<file path="config.mk">
export PLATFORM = sky130hd
export DESIGN_NAME = display_scan_controller_flat
export DESIGN_NICKNAME = d
export VERILOG_FILES = /design/src/rtl/display_scan_controller_pkg.sv /design/src/rtl/display_scan_controller_if.sv /design/src/rtl/display_scan_controller_scan_timer.sv /design/src/rtl/display_scan_controller.sv /design/src/flat_wrapper.sv
export SDC_FILE = /design/constraint.sdc
export NUM_CORES = 1
export LEC_CHECK = 0
export CORE_MARGIN = 2
export CORE_UTILIZATION = 30
export CTS_BUF_LIST = sky130_fd_sc_hd__clkbuf_4
export DETAILED_ROUTE_END_ITERATION = 10
export PLACE_DENSITY_LB_ADDON = 0.2
export SLEW_MARGIN = 25
export SYNTH_ARGS = -nofsm -noshare
export SYNTH_HDL_FRONTEND = slang
export SYNTH_HIERARCHICAL = 1
export SYNTH_SLANG_ARGS = --single-unit
</file>
<file path="constraint.sdc">
create_clock -name clk -period 4.8 [get_ports clk]
set_input_delay 0.96 -clock clk [delete_from_list [all_inputs] [get_ports clk]]
set_output_delay 0.96 -clock clk [all_outputs]
set_load 0.05 [all_outputs]
</file>
<file path="src/rtl/display_scan_controller_pkg.sv">
// rtl/display_scan_controller_pkg.sv - shared types, constants and digit helpers for the scan controller
package display_scan_controller_pkg;

    typedef enum logic [1:0] {
        ST_IDLE = 2'd0,
        ST_SHOW = 2'd1,
        ST_GAP  = 2'd2
    } state_t;

    localparam int         NUM_DIGITS = 4;
    localparam logic [3:0] ANODES_OFF = 4'b1111;

    function automatic logic [3:0] get_nibble(input logic [15:0] v, input logic [1:0] k);
        return v[{k, 2'b00} +: 4];
    endfunction

    // A digit above digit 0 is dark when it and every more significant nibble are zero.
    function automatic logic digit_blanked(input logic [15:0] v, input logic [1:0] k, input logic blz);
        return blz && (k != 2'd0) && ((v >> {k, 2'b00}) == 16'h0000);
    endfunction

endpackage

</file>
<file path="src/rtl/display_scan_controller_if.sv">
// rtl/display_scan_controller_if.sv - request and display-drive signals of the scan controller
interface display_scan_controller_if;
    logic        disp_on;
    logic        load;
    logic [15:0] value;
    logic        blank_lz;
    logic [3:0]  dec_in;
    logic        dec_en;
    logic [3:0]  an_n;
    logic        load_ack;

    modport master (
        output disp_on, load, value, blank_lz,
        input  dec_in, dec_en, an_n, load_ack
    );

    modport slave (
        input  disp_on, load, value, blank_lz,
        output dec_in, dec_en, an_n, load_ack
    );
endinterface

</file>
<file path="src/rtl/display_scan_controller_scan_timer.sv">
// rtl/display_scan_controller_scan_timer.sv - phase counter with terminal-count pulse for SHOW/GAP
module scan_timer #(
    parameter int SHOW_CYCLES = 1000,
    parameter int GAP_CYCLES  = 50
) (
    input  logic clk,
    input  logic rst,
    input  logic clear,
    input  logic sel_gap,
    output logic tc
);
    localparam int MAXC = (SHOW_CYCLES > GAP_CYCLES) ? SHOW_CYCLES : GAP_CYCLES;
    localparam int CW   = (MAXC > 1) ? $clog2(MAXC) : 1;
    localparam logic [CW-1:0] SHOW_LAST = CW'(SHOW_CYCLES - 1);
    localparam logic [CW-1:0] GAP_LAST  = CW'(GAP_CYCLES - 1);

    logic [CW-1:0] cnt;

    // Wrapping on tc restarts the count exactly when the controller changes phase.
    assign tc = !clear && (cnt == (sel_gap ? GAP_LAST : SHOW_LAST));

    always_ff @(posedge clk or posedge rst) begin
        if (rst)
            cnt <= '0;
        else if (clear || tc)
            cnt <= '0;
        else
            cnt <= cnt + CW'(1);
    end
endmodule

</file>
<file path="src/rtl/display_scan_controller.sv">
// rtl/display_scan_controller.sv - four-digit multiplexed display scanner with frame-aligned value updates
module display_scan_controller
    import display_scan_controller_pkg::*;
#(
    parameter int SHOW_CYCLES = 1000,
    parameter int GAP_CYCLES  = 50
) (
    input  logic                      clk,
    input  logic                      rst,
    display_scan_controller_if.slave  bus
);
    state_t      state;
    logic [1:0]  dig;
    logic [15:0] disp_reg;
    logic [15:0] pending;
    logic        pend;
    logic        valid;
    logic        load_ack_q;
    logic        tc;
    logic        boundary;
    logic        blanked;
    logic [3:0]  an_n_d;
    logic        dec_en_d;
    logic [3:0]  dec_in_d;

    scan_timer #(
        .SHOW_CYCLES (SHOW_CYCLES),
        .GAP_CYCLES  (GAP_CYCLES)
    ) u_timer (
        .clk     (clk),
        .rst     (rst),
        .clear   (state == ST_IDLE),
        .sel_gap (state == ST_GAP),
        .tc      (tc)
    );

    assign boundary = (state == ST_GAP) && (dig == 2'd3) && tc;

    always_ff @(posedge clk or posedge rst) begin
        if (rst) begin
            state      <= ST_IDLE;
            dig        <= 2'd0;
            disp_reg   <= 16'h0000;
            pending    <= 16'h0000;
            pend       <= 1'b0;
            valid      <= 1'b0;
            load_ack_q <= 1'b0;
        end else begin
            load_ack_q <= 1'b0;
            // The display register only moves outside a frame or exactly at its boundary.
            if (bus.load && (state == ST_IDLE || !valid || boundary)) begin
                disp_reg   <= bus.value;
                valid      <= 1'b1;
                pend       <= 1'b0;
                load_ack_q <= 1'b1;
            end else if (bus.load) begin
                pending <= bus.value;
                pend    <= 1'b1;
            end else if (boundary && pend) begin
                disp_reg   <= pending;
                pend       <= 1'b0;
                load_ack_q <= 1'b1;
            end

            if (!bus.disp_on) begin
                state <= ST_IDLE;
                dig   <= 2'd0;
            end else begin
                case (state)
                    ST_IDLE: if (valid) begin
                        state <= ST_SHOW;
                        dig   <= 2'd0;
                    end
                    ST_SHOW: if (tc) state <= ST_GAP;
                    ST_GAP: if (tc) begin
                        state <= ST_SHOW;
                        dig   <= dig + 2'd1;
                    end
                    default: state <= ST_IDLE;
                endcase
            end
        end
    end

    // Drive signals decode from registered state only; blank_lz is the one live input.
    always_comb begin
        an_n_d   = ANODES_OFF;
        dec_en_d = 1'b0;
        dec_in_d = 4'h0;
        blanked  = digit_blanked(disp_reg, dig, bus.blank_lz);
        if (state != ST_IDLE)
            dec_in_d = get_nibble(disp_reg, dig);
        if (state == ST_SHOW && !blanked) begin
            an_n_d   = ~(4'b0001 << dig);
            dec_en_d = 1'b1;
        end
    end

    assign bus.an_n     = an_n_d;
    assign bus.dec_en   = dec_en_d;
    assign bus.dec_in   = dec_in_d;
    assign bus.load_ack = load_ack_q;
endmodule

</file>
<file path="src/flat_wrapper.sv">
// flat-port wrapper written by rule: the top's interface ports become plain ports
module display_scan_controller_flat import display_scan_controller_pkg::*;
#(
    parameter int SHOW_CYCLES = 1000,
    parameter int GAP_CYCLES  = 50
)
  (clk, rst, bus_disp_on, bus_load, bus_value, bus_blank_lz, bus_dec_in, bus_dec_en, bus_an_n, bus_load_ack);
  display_scan_controller_if bus_i ();
  input  logic clk;
  input  logic rst;
  input wire logic [$bits(bus_i.disp_on)-1:0] bus_disp_on;
  input wire logic [$bits(bus_i.load)-1:0] bus_load;
  input wire logic [$bits(bus_i.value)-1:0] bus_value;
  input wire logic [$bits(bus_i.blank_lz)-1:0] bus_blank_lz;
  output wire logic [$bits(bus_i.dec_in)-1:0] bus_dec_in;
  output wire logic [$bits(bus_i.dec_en)-1:0] bus_dec_en;
  output wire logic [$bits(bus_i.an_n)-1:0] bus_an_n;
  output wire logic [$bits(bus_i.load_ack)-1:0] bus_load_ack;
  assign bus_i.disp_on = bus_disp_on;
  assign bus_i.load = bus_load;
  assign bus_i.value = bus_value;
  assign bus_i.blank_lz = bus_blank_lz;
  assign bus_dec_in = bus_i.dec_in;
  assign bus_dec_en = bus_i.dec_en;
  assign bus_an_n = bus_i.an_n;
  assign bus_load_ack = bus_i.load_ack;
  display_scan_controller #(.SHOW_CYCLES(SHOW_CYCLES), .GAP_CYCLES(GAP_CYCLES)) u_core (.clk(clk), .rst(rst), .bus(bus_i));
endmodule
</file>
==> impl_metrics.csv, run 1 <==
group,metric,value,unit
outcome,status,"completed",
setup_path,worst-r2r-setup-slack,1.07,ns
setup_path,worst_path_most_repeated_cell,"clkdlybuf4s50_1",
cts,clockBufferDepth,2,
setup_path,setup.worst_path.start,"bus_blank_lz",
route,drc,0,
cts,cts_made_buffers,5,
power_and_ir_drop,pg_comb,0.145,mW
logic_synthesis,async_flop_share,100.0,%
global_route,grt_pass1_wl,8521,µm
route,ant_nets,0,
placed_design,place_ws,0.4215,ns
power_and_ir_drop,pg_seq,0.487,mW
floorplan,dieWidth,96.06,µm
sta,hold_viol,0,
setup_path,crit_type,"input pin to primary output",
setup_path,rr_worst_depth,9,
cts,ctsHoldBuffers,0,
cts,post-cts-setup-buffers,0,
logic_synthesis,mux_share,25.49,%
worst_hold_path,min_to,"u_core/u_timer/cnt[0]",
sta,relSlewSlack,45.23,%
power_and_ir_drop,p_clk_share,22.9,%
route,drt-total-wl,5043,µm
global_route,grtUsageTotal,12.21,%
floorplan,io_pins,31,
global_route,grt_max_degree,40,
logic_synthesis,avgSynthCellArea,12.52,µm²
sta,setup_viol,0,
sta,finalCritPeriodShare,91.12,%
logic_synthesis,top_area_cell,"dfrtp_1",
route,wl_met2,2380,µm
finish,diodes,0,
floorplan,fp.coreArea,8217,µm²
finish,lay_top_cells,"dfrtp_1, mux2_2, clkdlybuf4s50_1",
route,dr.pass1.iters,4,
logic_synthesis,syn_area,2542,µm²
logic_synthesis,synth-edff-count,0,
run,cap_violations,0,
power_and_ir_drop,seq_power_share,59.4,%
sta,layout_setup_ws,0.4263,ns
cts,clock_sinks,49,
sta,drv_slew,0,
sta,rsz0062_at_grt,"no",
route,drt-initial-drc-count,70,
logic_synthesis,synth_warnings,6,
route,highest_layer,"met4",
global_route,top_usage_layer,"met2",
finish,layout_top_cell,"dfrtp_1",
route,wl_met3,186,µm
global_route,globalRouteMet2Util,20.02,%
setup_path,path_buffers,2,
route,met1_length,2449,µm
global_route,antenna_found_initial,0,
logic_synthesis,postSynthCellCount,203,
power_and_ir_drop,switching_share,27.10,%
setup_path,cp_max_fo,4,
cts,cts_tree,"built",
[run 1: synthesized netlist by cell type, types with 2 or more instances]
library cell / number
dfrtp_1: 49
mux2_2: 48
nand2_1: 12
nor3_1: 10
nor2b_1: 9
inv_1: 6
nand3_1: 6
ha_1: 5
xor2_1: 5
buf_2: 4
nor2_1: 4
clkbuf_1: 3
nand4_1: 3
nor4_1: 3
xnor2_1: 3
a21boi_0: 2
and2_1: 2
mux4_1: 2
mux4_2: 2
o211ai_1: 2
[run 1: area by class of cell]
type | count | area [µm²] | area share [%]
well taps | 105 | 131.4 | 4.388
clock buffers | 5 | 37.54 | 1.254
inverters | 6 | 22.52 | 0.7522
multi-input cells | 139 | 1244 | 41.54
flip-flops and latches | 49 | 1226 | 40.95
repair buffers | 33 | 315.3 | 10.53
clock inverters | 3 | 17.52 | 0.5850
**Run 1: track usage over the die**

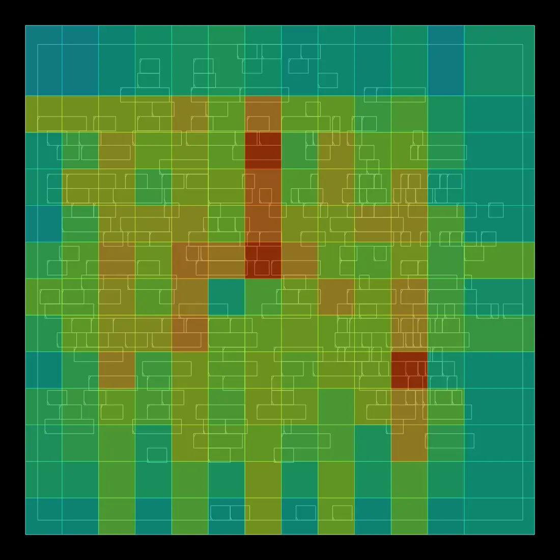
met1 Use GR: 16.47%
Util after Layout: 36.44%
Avg WL per Cell: 14.83 µm

**Run 1: sequential cells grouped by signal name**

(4 px per µm) Other sequential cells in the stronger grey, the rest of the logic in the fainter grey.
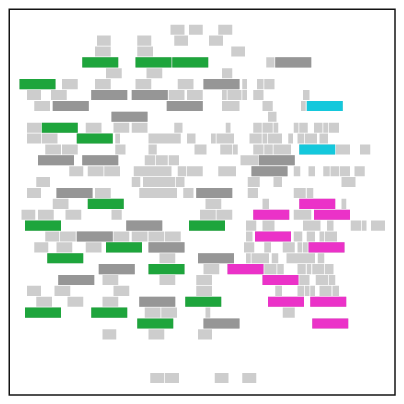
u_core/u_timer/cnt -> magenta  # sequential cells 10
u_core/pending -> green  # sequential cells 16
u_core/state -> cyan  # sequential cells 2
not coloured = 21

**Run 1: logic cells by family**

(3 px per µm)
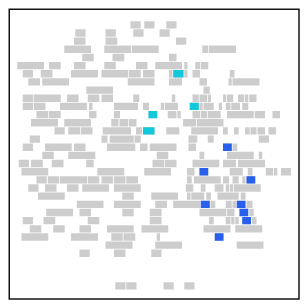
non-inverting ao/oa cells -> cyan  # cells 4
xor and xnor cells -> blue  # cells 8

**Run 1: M1 wires**

(3 px per µm)
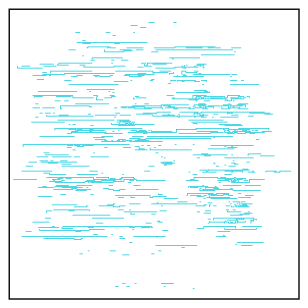
share of all routed wire = 49%
longest straight run = 35.4 µm
main direction = horizontal
nets with wire on the layer = 228

**Run 1: close-up of the layout**

Region (60, 60) to (85, 85) µm. Cells in grey, sequential cells in the stronger grey; small squares are vias.
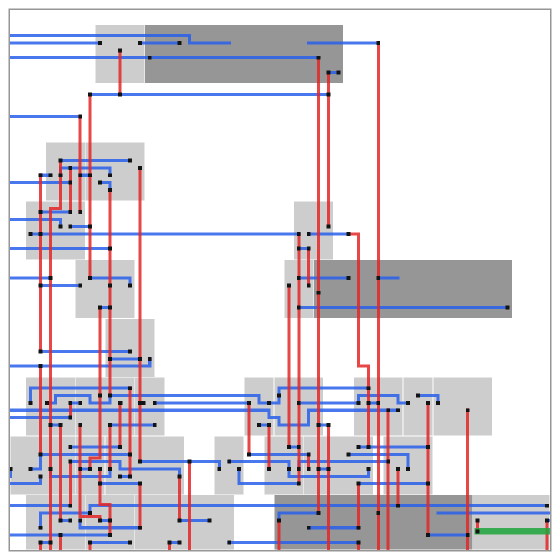

==> run 2, diff against run 1 <==
--- a/config.mk
+++ b/config.mk
@@ -10,7 +10,7 @@
 export CTS_BUF_LIST = sky130_fd_sc_hd__clkbuf_4
 export DETAILED_ROUTE_END_ITERATION = 10
 export PLACE_DENSITY_LB_ADDON = 0.2
-export SLEW_MARGIN = 25
+export SLEW_MARGIN = 40
 export SYNTH_ARGS = -nofsm -noshare
 export SYNTH_HDL_FRONTEND = slang
 export SYNTH_HIERARCHICAL = 1
**Run 2: close-up of the layout**

Region (60, 60) to (85, 85) µm. Cells in grey, sequential cells in the stronger grey; small squares are vias.
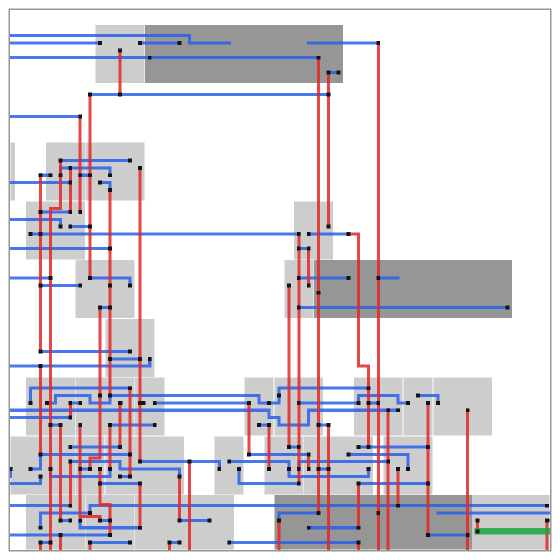
metal 3 -> green
metal 1 -> blue
metal 2 -> red
most frequent = nor2b_1 (4), nand2_1 (3), dfrtp_1 (3)
cells with their middle in the window = 30
netlist names of flops here include = u_core/state (2), u_core/valid (1)
sequential cells in the window = 3

==> run 2 against run 1 <==
Count of clock-buffer cells in the layout unchanged. Area after synthesis unchanged. Clock skew unchanged. Core utilization about the same. Flip-flop count unchanged. Non-clock buffer count unchanged. Via count unchanged. Worst hold slack unchanged. Clock power about the same. Sequential share of layout area about the same. Worst setup slack unchanged.
==> impl_metrics.csv, run 2 <==
group,metric,value,unit
cts,ctsHoldBuffers,0,
global_route,antenna_found_initial,0,
floorplan,fp.coreArea,8217,µm²
worst_hold_path,min_to,"u_core/u_timer/cnt[0]",
logic_synthesis,avgSynthCellArea,12.52,µm²
finish,comb_cells,139,
finish,clkbuf_count,5,
route,highest_layer,"met4",
floorplan,dieWidth,96.06,µm
setup_path,rr_worst_depth,9,
setup_path,worst_path_most_repeated_cell,"clkdlybuf4s50_1",
finish,n_all_buffers,33,
cts,cts_made_buffers,5,
finish,regArea,1226,µm²
route,drt-total-wl,5043,µm
cts,clockBufferDepth,2,
setup_path,crit_type,"input pin to primary output",
setup_path,worst-r2r-setup-slack,1.07,ns
placed_design,place_ws,0.4215,ns
floorplan,taps,105,
sta,drv_slew,0,
finish,sh_seq_area,40.92,%
global_route,gr-usage-met1,16.47,%
logic_synthesis,postSynthCellCount,203,
cts,cts_tree,"built",
global_route,grt_max_degree,40,
route,drt-initial-drc-count,70,
sta,layout_setup_ws,0.4263,ns
outcome,status,"completed",
finish,lay_top_cells,"dfrtp_1, mux2_2, clkdlybuf4s50_1",
sta,setup_viol,0,
logic_synthesis,top_cell,"dfrtp_1",
global_route,grt_pass1_wl,8521,µm
sta,hold_viol,0,
run,cap_violations,0,
finish,final-clk-cell-share,1.837,%
finish,logic_area,1246,µm²
logic_synthesis,async_flop_share,100.0,%
finish,layout_top_cell,"dfrtp_1",
setup_path,cp_max_fo,4,
logic_synthesis,ys_top_cells_by_count,"dfrtp_1, mux2_2, nand2_1",
finish,dominant_cells,"multi-input combinational cells",
floorplan,io_pins,31,
sta,finalCritPeriodShare,91.12,%
finish,final-nonclk-buf-share,10.52,%
route,met1_length,2449,µm
sta,rsz0062_at_grt,"no",
**Run 2: track usage over the die**

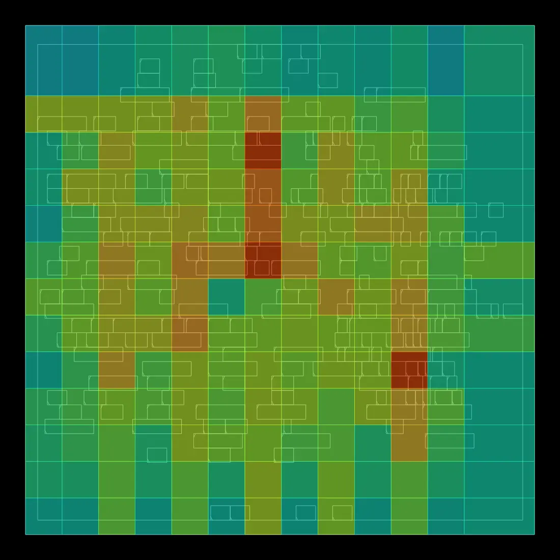
met3 Usage GRT: 2.897%
grt met2 use: 20.02%
Tot GR Track Use: 12.21%
GRT busiest layer: met2

[run 2: cell counts in the layout (fill, tap and decap cells not counted)]
No cell type changed its count.
[run 2: logic make-up (layout without fill, tap and decap cells)]
group | Yosys count | count (layout) | synth area share [%]
multiplexers | 53 | 53 | 25.49
XOR/XNOR | 8 | 8 | 2.756
adder cells (fa/ha/maj) | 5 | 5 | 2.461
buffers and inverters | 15 | 47 | 2.854
flip-flops | 49 | 49 | 48.23
AND/OR/NAND/NOR | 59 | 59 | 13.24
AND-OR/OR-AND | 14 | 14 | 4.970
[run 2: power breakdown]
part           internal (mW)  switching (mW)  leakage, nW
combinational         0.0850          0.0603        0.577
clock                 0.0559           0.132       0.0326
sequential             0.457          0.0303        0.600
total                  0.598           0.222         1.21
No activity file was given, so power comes from the tool's default toggle rates.
